### src/rtl/truth_table_sweeper_if.sv
// Bundle between the sweeper, its controller and the 3-input function unit.
// The slave side is the sweeper; the master side is the controller/unit.
interface truth_table_sweeper_if;
  logic       start;
  logic       abort;
  logic [2:0] drv_abc;
  logic       sample_o;
  logic       busy;
  logic       done;
  logic [7:0] table_o;
  logic       pass;
  logic [3:0] err_count;
  logic [2:0] mismatch_idx;

  modport master (
    output start, abort, sample_o,
    input  drv_abc, busy, done, table_o,
    input  pass, err_count, mismatch_idx
  );

  modport slave (
    input  start, abort, sample_o,
    output drv_abc, busy, done, table_o,
    output pass, err_count, mismatch_idx
  );
endinterface

### src/rtl/truth_table_sweeper.sv
// Drives all eight {A,B,C} vectors, captures the unit output after a
// settle delay and grades the captured truth table against a golden one.
module truth_table_sweeper #(
  parameter int         SETTLE   = 1,
  parameter logic [7:0] EXPECTED = 8'h1A
) (
  input logic                 clk,
  input logic                 rst,
  truth_table_sweeper_if.slave bus
);

  localparam logic [3:0] SETTLE_W = 4'(SETTLE);

  typedef enum logic [1:0] {
    S_IDLE = 2'd0,
    S_WAIT = 2'd1,
    S_DONE = 2'd2
  } state_t;

  state_t     state_q, state_d;
  logic [2:0] idx_q, idx_d;
  logic [3:0] cnt_q, cnt_d;
  logic [2:0] drv_q, drv_d;
  logic       busy_q, busy_d;
  logic       done_q, done_d;
  logic [7:0] tab_q, tab_d;
  logic       pass_q, pass_d;
  logic [3:0] err_q, err_d;
  logic [2:0] mis_q, mis_d;

  always_ff @(posedge clk) begin
    if (rst) begin
      state_q <= S_IDLE;
      idx_q   <= '0;
      cnt_q   <= '0;
      drv_q   <= '0;
      busy_q  <= 1'b0;
      done_q  <= 1'b0;
      tab_q   <= '0;
      pass_q  <= 1'b0;
      err_q   <= '0;
      mis_q   <= '0;
    end else begin
      state_q <= state_d;
      idx_q   <= idx_d;
      cnt_q   <= cnt_d;
      drv_q   <= drv_d;
      busy_q  <= busy_d;
      done_q  <= done_d;
      tab_q   <= tab_d;
      pass_q  <= pass_d;
      err_q   <= err_d;
      mis_q   <= mis_d;
    end
  end

  always_comb begin
    state_d = state_q;
    idx_d   = idx_q;
    cnt_d   = cnt_q;
    drv_d   = 3'b000;
    busy_d  = 1'b0;
    done_d  = 1'b0;
    tab_d   = tab_q;
    pass_d  = pass_q;
    err_d   = err_q;
    mis_d   = mis_q;
    unique case (1'b1)
      (state_q == S_IDLE): begin
        if (!bus.abort && bus.start) begin
          state_d = S_WAIT;
          idx_d   = '0;
          cnt_d   = SETTLE_W;
          busy_d  = 1'b1;
          tab_d   = '0;
          pass_d  = 1'b0;
          err_d   = '0;
          mis_d   = '0;
        end
      end
      (state_q == S_WAIT): begin
        if (bus.abort) begin
          state_d = S_IDLE;
          tab_d   = '0;
          pass_d  = 1'b0;
          err_d   = '0;
          mis_d   = '0;
        end else begin
          busy_d = 1'b1;
          drv_d  = idx_q;
          if (cnt_q != 4'd0) begin
            cnt_d = cnt_q - 4'd1;
          end else begin
            tab_d[idx_q] = bus.sample_o;
            if (bus.sample_o != EXPECTED[idx_q]) begin
              err_d = err_q + 4'd1;
              // err_q still zero means this is the first miss
              if (err_q == 4'd0)
                mis_d = idx_q;
            end
            if (idx_q == 3'd7) begin
              state_d = S_DONE;
              busy_d  = 1'b0;
              done_d  = 1'b1;
              drv_d   = 3'b000;
              pass_d  = (err_d == 4'd0);
            end else begin
              idx_d = idx_q + 3'd1;
              cnt_d = SETTLE_W;
              drv_d = idx_q + 3'd1;
            end
          end
        end
      end
      (state_q == S_DONE): begin
        state_d = S_IDLE;
        if (bus.abort) begin
          tab_d  = '0;
          pass_d = 1'b0;
          err_d  = '0;
          mis_d  = '0;
        end
      end
      default: begin
        state_d = S_IDLE;
      end
    endcase
  end

  assign bus.drv_abc      = drv_q;
  assign bus.busy         = busy_q;
  assign bus.done         = done_q;
  assign bus.table_o      = tab_q;
  assign bus.pass         = pass_q;
  assign bus.err_count    = err_q;
  assign bus.mismatch_idx = mis_q;

endmodule

### src/flat_wrapper.sv
// flat-port wrapper written by rule: the top's interface ports become plain ports
module truth_table_sweeper_flat 
#(
  parameter int         SETTLE   = 1,
  parameter logic [7:0] EXPECTED = 8'h1A
)
  (clk, rst, bus_start, bus_abort, bus_sample_o, bus_drv_abc, bus_busy, bus_done, bus_table_o, bus_pass, bus_err_count, bus_mismatch_idx);
  truth_table_sweeper_if bus_i ();
  input logic clk;
  input logic rst;
  input wire logic [$bits(bus_i.start)-1:0] bus_start;
  input wire logic [$bits(bus_i.abort)-1:0] bus_abort;
  input wire logic [$bits(bus_i.sample_o)-1:0] bus_sample_o;
  output wire logic [$bits(bus_i.drv_abc)-1:0] bus_drv_abc;
  output wire logic [$bits(bus_i.busy)-1:0] bus_busy;
  output wire logic [$bits(bus_i.done)-1:0] bus_done;
  output wire logic [$bits(bus_i.table_o)-1:0] bus_table_o;
  output wire logic [$bits(bus_i.pass)-1:0] bus_pass;
  output wire logic [$bits(bus_i.err_count)-1:0] bus_err_count;
  output wire logic [$bits(bus_i.mismatch_idx)-1:0] bus_mismatch_idx;
  assign bus_i.start = bus_start;
  assign bus_i.abort = bus_abort;
  assign bus_i.sample_o = bus_sample_o;
  assign bus_drv_abc = bus_i.drv_abc;
  assign bus_busy = bus_i.busy;
  assign bus_done = bus_i.done;
  assign bus_table_o = bus_i.table_o;
  assign bus_pass = bus_i.pass;
  assign bus_err_count = bus_i.err_count;
  assign bus_mismatch_idx = bus_i.mismatch_idx;
  truth_table_sweeper #(.SETTLE(SETTLE), .EXPECTED(EXPECTED)) u_core (.clk(clk), .rst(rst), .bus(bus_i));
endmodule
### config.mk
export PLATFORM = sky130hd
export DESIGN_NAME = truth_table_sweeper_flat
export DESIGN_NICKNAME = d
export VERILOG_FILES = /design/src/rtl/truth_table_sweeper_if.sv /design/src/rtl/truth_table_sweeper.sv /design/src/flat_wrapper.sv
export SDC_FILE = /design/constraint.sdc
export NUM_CORES = 1
export LEC_CHECK = 0
export CAP_MARGIN = 20
export CORE_MARGIN = 1
export CORE_UTILIZATION = 35
export CTS_CLUSTER_SIZE = 20
export DETAILED_ROUTE_END_ITERATION = 12
export PLACE_DENSITY_LB_ADDON = 0.3
export SETUP_SLACK_MARGIN = 0.5
export SYNTH_ARGS = -nofsm -noshare
export SYNTH_HDL_FRONTEND = slang
export SYNTH_SLANG_ARGS = --single-unit
### constraint.sdc
create_clock -name clk -period 5.1 [get_ports clk]
set_input_delay 1.53 -clock clk [delete_from_list [all_inputs] [get_ports clk]]
set_output_delay 1.53 -clock clk [all_outputs]
set_load 0.1 [all_outputs]
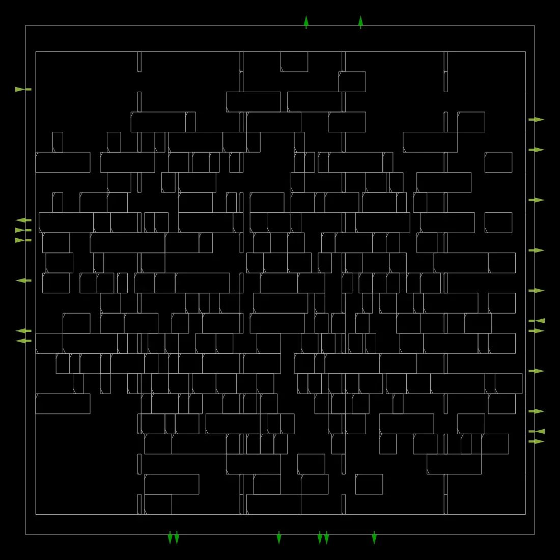
(run_1/final_placement.png)
Filler cells: 436
sequential cell count: 31
share of cell area taken by flip-flops and latches: 31.8%
row cnt: 23

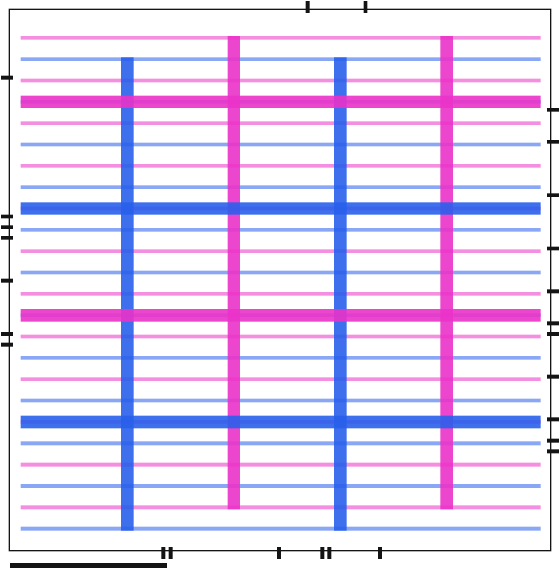
(run_1/pdn.png)
Scale bar: 20 um. Pins as bars on the die edge.
color	net
magenta	VDD
blue	VSS
met5 straps	4
met1 rails	24
die height: 68.8 um
Die X-Extent: 68.8 um
Max VDD drop: 0.000133 V

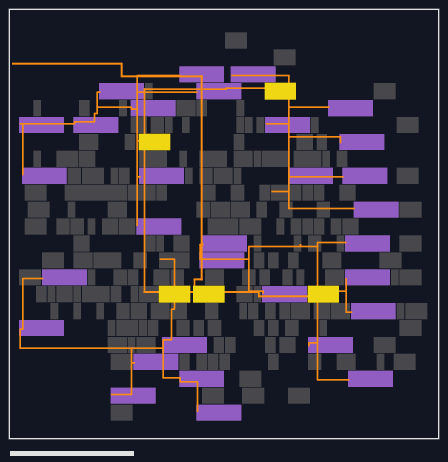
(run_1/clock_map.png)
Scale bar: 20 um.
[purple] flip-flops | count: 31
[yellow] cells driving clock nets | count: 5
[orange] clock wires | length: 462 um
routed clock nets	6
part of the total power dissipated in the clock network: 40.4%
worst clock skew: 3.02 ps

==> reports/writeup.txt, run 1 <==
The flow ran to the end, and the final reports show no timing, DRC or antenna violations. With the maximum cell stage delay along the critical path at 1190 ps, the total of flip-flops plus latches after synthesis is 31. In this run, the number of DRC markers left after iteration 0 of detailed routing was 75. The type of the worst min-delay path was reg -> reg.

The run gives 1,286 as the number of global-route vias before repair. The run gives 0.00474 sq mm for the overall chip area. Per the detail_route report, DRC violations left total 0. The routability-driven placement congestion ratio was 0.801; the time the final worst path needs with I/O delays and setup was 3460 ps.

The startpoint identified for the worst hold timing path is u_core.bus.pass$_SDFFE_PP0P_. Per the summary, power density relative to cell area is 271 mW/mm^2. Post-layout net count: 221. The number of clock buffers added by TritonCTS is 5. The tree is rooted in a sky130_fd_sc_hd__clkbuf_8. The wire length recorded after detailed routing is 3.55 mm. Dividing the final minimum period by the clock period gives 67.9%. The remaining antenna violation count after routing was 0. Overall routing resource usage recorded by global route was 17.6%.

The number of buffers and inverters on the critical path was 1. The quantity of I/O buffers inserted on ports was 25. The I/O pin total came out at 26. Of the synthesized area, sequential elements account for 39.7%. The worst-case max-slew headroom was logged as 35.1%. The run gives 0 for the final count of hold timing violations. The timing report shows that the slowest cell on the worst path is sky130_fd_sc_hd__clkdlybuf4s50_1. The cell family contributing the most delay on the critical path is buffers and inverters. The run gives 7 for the depth of the most critical reg-to-reg path.

For the worst reg-to-reg path, the startpoint reported by OpenROAD is u_core.idx_q[0]$_SDFFE_PP0N_. The OpenROAD report gives the critical path a data arrival time of 1930 ps. Following the worst setup path forward leads to its endpoint at bus_err_count[0].

At the pin with the least slew margin, the transition time is 970 ps. For the maximum root-to-sink buffer count, the log shows 2. The setup check on the worst reg-to-reg path leaves a slack of 2480 ps.

Entering global routing, the biggest net connects 28 pins. Endpoint of the worst hold-timing path: u_core.bus.pass$_SDFFE_PP0P_. The share of Yosys cell area claimed by the top area cell type works out to 39.7%. The region available for standard cell placement spans 0.00414 sq mm.
run 1: routing by layer:
layer | vias up | track usage, % | share of wire (%)
met1 | 641 | 23.6 | 53
li1 | 717 | - | -
met2 | 29 | 26.6 | 41
met3 | 5 | 4.61 | 4.6
met4 | 0 | 7.65 | 1.8
met5 | - | 0 | 0
run 1: stage by stage:
step / setup WS, ps / cells / hold slack (ps) / instance area (sq um) / util, %
final: 1640 / 261 / 477 / 1950 / 47.1
after global routing: 1550 / 261 / 489 / 1950 / 47.1
after CTS: 1630 / 261 / 478 / 1950 / 47.1
after detailed placement: 1590 / 253 / 467 / 1850 / 44.7
after global placement: 1650 / 253 / 469 / 1850 / 44.7
after floorplan: 2260 / 186 / 481 / 1560 / -
run 1: final cells by class:
cell class / count / area (sq um) / share of cell area [%]
multi-input combinational: 134 / 862 / 44.2
sequential: 31 / 621 / 31.8
timing repair buffer: 27 / 265 / 13.6
clock buffer: 8 / 100 / 5.13
tap: 50 / 62.6 / 3.21
inverter: 11 / 41.3 / 2.12
run 1: cells by family after synthesis:
group           share of synthesized area (%)
buf+inv                                  5.12
fa+ha+maj                                4.80
mux                                     0.641
simple gates                             26.3
xor+xnor                                 1.68
flops                                    39.7
compound gates                           21.8
run 1: synth_stat cells, drive strengths merged, types with 2 or more instances:
library cell and count:
a211oi 2, a21oi 17, a22oi 3, a311oi 2, and2 2, clkbuf 9
dfxtp 31, ha 6, inv 11, nand2 13, nand2b 8, nand3 7
nand3b 3, nand4 4, nor2 16, nor2b 2, nor3 7, nor3b 3
o21ai 10, o31ai 2, o32ai 5, or3b 2, xor2 2
run 1: where the power goes:
part           leakage [uW]  switching, uW  internal [uW]
logic              0.000358           41.1           23.2
clock network     0.0000515           90.6            123
registers          0.000251           4.98            246
total              0.000660            137            392
==> run_1/cell_classes.png <==
Scale bar: 20 um.
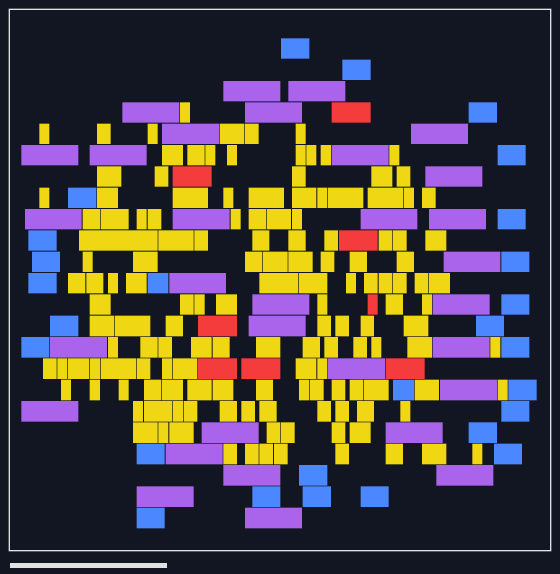

==> run 2: changes to the inputs <==
- clock period: 5.1 -> 3.4 ns (I/O delays scaled with it)
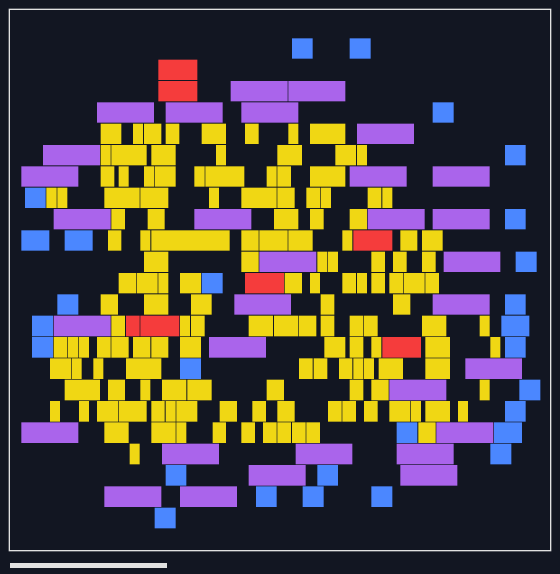
(run_2/cell_classes.png)
Scale bar: 20 um.
color	class	cells	share of their area
blue	other buffers and delay cells	28	12%
yellow	all other logic	145	49%
purple	flops	31	34%
red	clock drivers and dummy loads	7	4.8%

==> run 2 against run 1 <==
  * Synthesized cell count did not move
  * Area after synthesis is the same
  * Die size unchanged
  * Largest cell class unchanged
==> reports/writeup.txt, run 2 <==
The run gives 3.59 mm (+0.93%) as the overall routed net length. The final count of hold timing violations is 0 (unchanged). The width of the die works out to 68.8 um (unchanged).

The standard-cell row count was 23 (unchanged); the cell area power density was 407 mW/mm^2 (+50%). The quantity of I/O buffers inserted on ports is 25 (unchanged). The height of the die was 68.8 um (unchanged). The final critical path takes up 79.9% of the cycle. With the post-layout net count at 222 (+0.45%), the share of post-route cells with drive strength above 1 is 18.5%.

The logs give 23.4% (-0.17 points) for the met1 layer usage reported by global route and 2 (unchanged) for the maximum root-to-sink buffer count. The tools report the met1 wire length as 1.85 mm (-0.75%). Per the timing report, the most critical flop-to-flop path originates at u_core.idx_q[0]$_SDFFE_PP0N_. The endpoint of the worst hold-timing path is u_core.bus.mismatch_idx[2]$_SDFFE_PP0P_.

The flow ran to the end, and the final reports show no timing, DRC or antenna violations. The run gives 146 um (-10%) for the routed wire length on met3. For the post-detailed-route DRC marker count, the log shows 0 (unchanged). The run gives 4.11% (-0.49 points) as the met3 track utilization from global routing. The maximum cell stage delay along the critical path came out at 630 ps (-560 ps). For the fraction of the yosys area taken by sequential cells, the log shows 39.7% (unchanged).

The type of the worst min-delay path was reg -> reg. For the I/O pin total, the log shows 26 (unchanged). The start point of the worst hold path was u_core.bus.mismatch_idx[2]$_SDFFE_PP0P_.

The run gives 780 ps (-1700 ps) as the worst-case register-to-register setup slack. With the arrival time of the worst setup path at 2930 ps (+1000 ps), the peak ir drop on the vdd network is 0.000219 V (+65%). The total of flip-flops plus latches after synthesis was 31 (unchanged); the pin slew with the least headroom to its limit was 681 ps (-289 ps). The run gives 25.1% (-1.5 points) as the met2 global-route usage. For the remaining antenna violation count after routing, the log shows 0 (unchanged). The most common cell in the synthesized netlist is sky130_fd_sc_hd__dfxtp_1.

The commonest cells after synthesis are sky130_fd_sc_hd__dfxtp_1 (31), sky130_fd_sc_hd__a21oi_1 (16), sky130_fd_sc_hd__nor2_1 (16). After clock tree synthesis, the repair step resized 0 gates. The pin count of the biggest net entering global routing came out at 28 (unchanged). The tools report the routability-driven placement congestion ratio as 0.795 (-0.76%). The final-layout fill cell count is 442 (+1.4%). The most common logic cell in the final layout is sky130_fd_sc_hd__dfxtp_1.

The worst path needs 2720 ps of the cycle, external delays included. The tools report the worst-case hold slack as 482 ps (+4.49 ps). Global route summary, busiest routing layer listed as met2. The number of global-route vias before repair is 1,261 (-1.9%), and the number of CTS-inserted buffers is 5 (unchanged).

For the relative max-transition margin, the log shows 54.0% (+19 points). The cell sitting at the root of the clock tree is a sky130_fd_sc_hd__clkbuf_8. The overall global routing resource usage came out at 17.1% (-0.57 points).
==> run 2: cell types whose count changed in the layout (fill, tap and decap cells not counted), sizes merged <==
cell,change
clkbuf,-2
clkinv,+1
clkdlybuf4s50,-21
buf,+22
==> run 2: cells by family after synthesis <==
| family | count (synthesis) | synth area share [%] |
|---|---|---|
| compound gates | 49 | 21.8 |
| xor+xnor | 3 | 1.68 |
| fa+ha+maj | 6 | 4.80 |
| buf+inv | 21 | 5.12 |
| flops | 31 | 39.7 |
| mux | 1 | 0.641 |
| simple gates | 75 | 26.3 |
==> run 2: critical path: cells and delay by family <==
| kind | cells | cell delay [ps] |
|---|---|---|
| buffers and inverters | 1 | 520 |
| AND/OR/NAND/NOR | 2 | 1000 |
| AND-OR/OR-AND | 1 | 180 |
| multiplexers | 1 | 200 |
==> run 2: through the flow <==
stage	cells	worst slack, ps	power (uW)	instance area [sq um]	util [%]
finish	261	685	770	1890	45.7
global route	261	558	805	1890	45.7
floorplan	186	1070	456	1560	-
global placement	254	444	482	1810	43.6
detailed placement	254	394	481	1810	43.6
CTS	261	677	778	1890	45.7
==> run 2: area by class of cell <==
type | instances | area [sq um] | area share, %
Tap cell | 50 | 62.6 | 3.30
Timing Repair Buffer | 28 | 220 | 11.6
Inverter | 11 | 41.3 | 2.18
Clock buffer | 6 | 82.6 | 4.36
Clock inverter | 1 | 5.00 | 0.264
Multi-Input combinational cell | 134 | 862 | 45.5
Sequential cell | 31 | 621 | 32.8
==> run 2: where the power goes <==
| part | total, uW | leakage, uW | internal (uW) | switching, uW |
|---|---|---|---|---|
| clock | 295 | 0.0000470 | 159 | 137 |
| sequential | 376 | 0.000251 | 369 | 7.39 |
| combinational | 98.9 | 0.000406 | 36.3 | 62.6 |
Power is estimated from default activity; no workload was simulated.
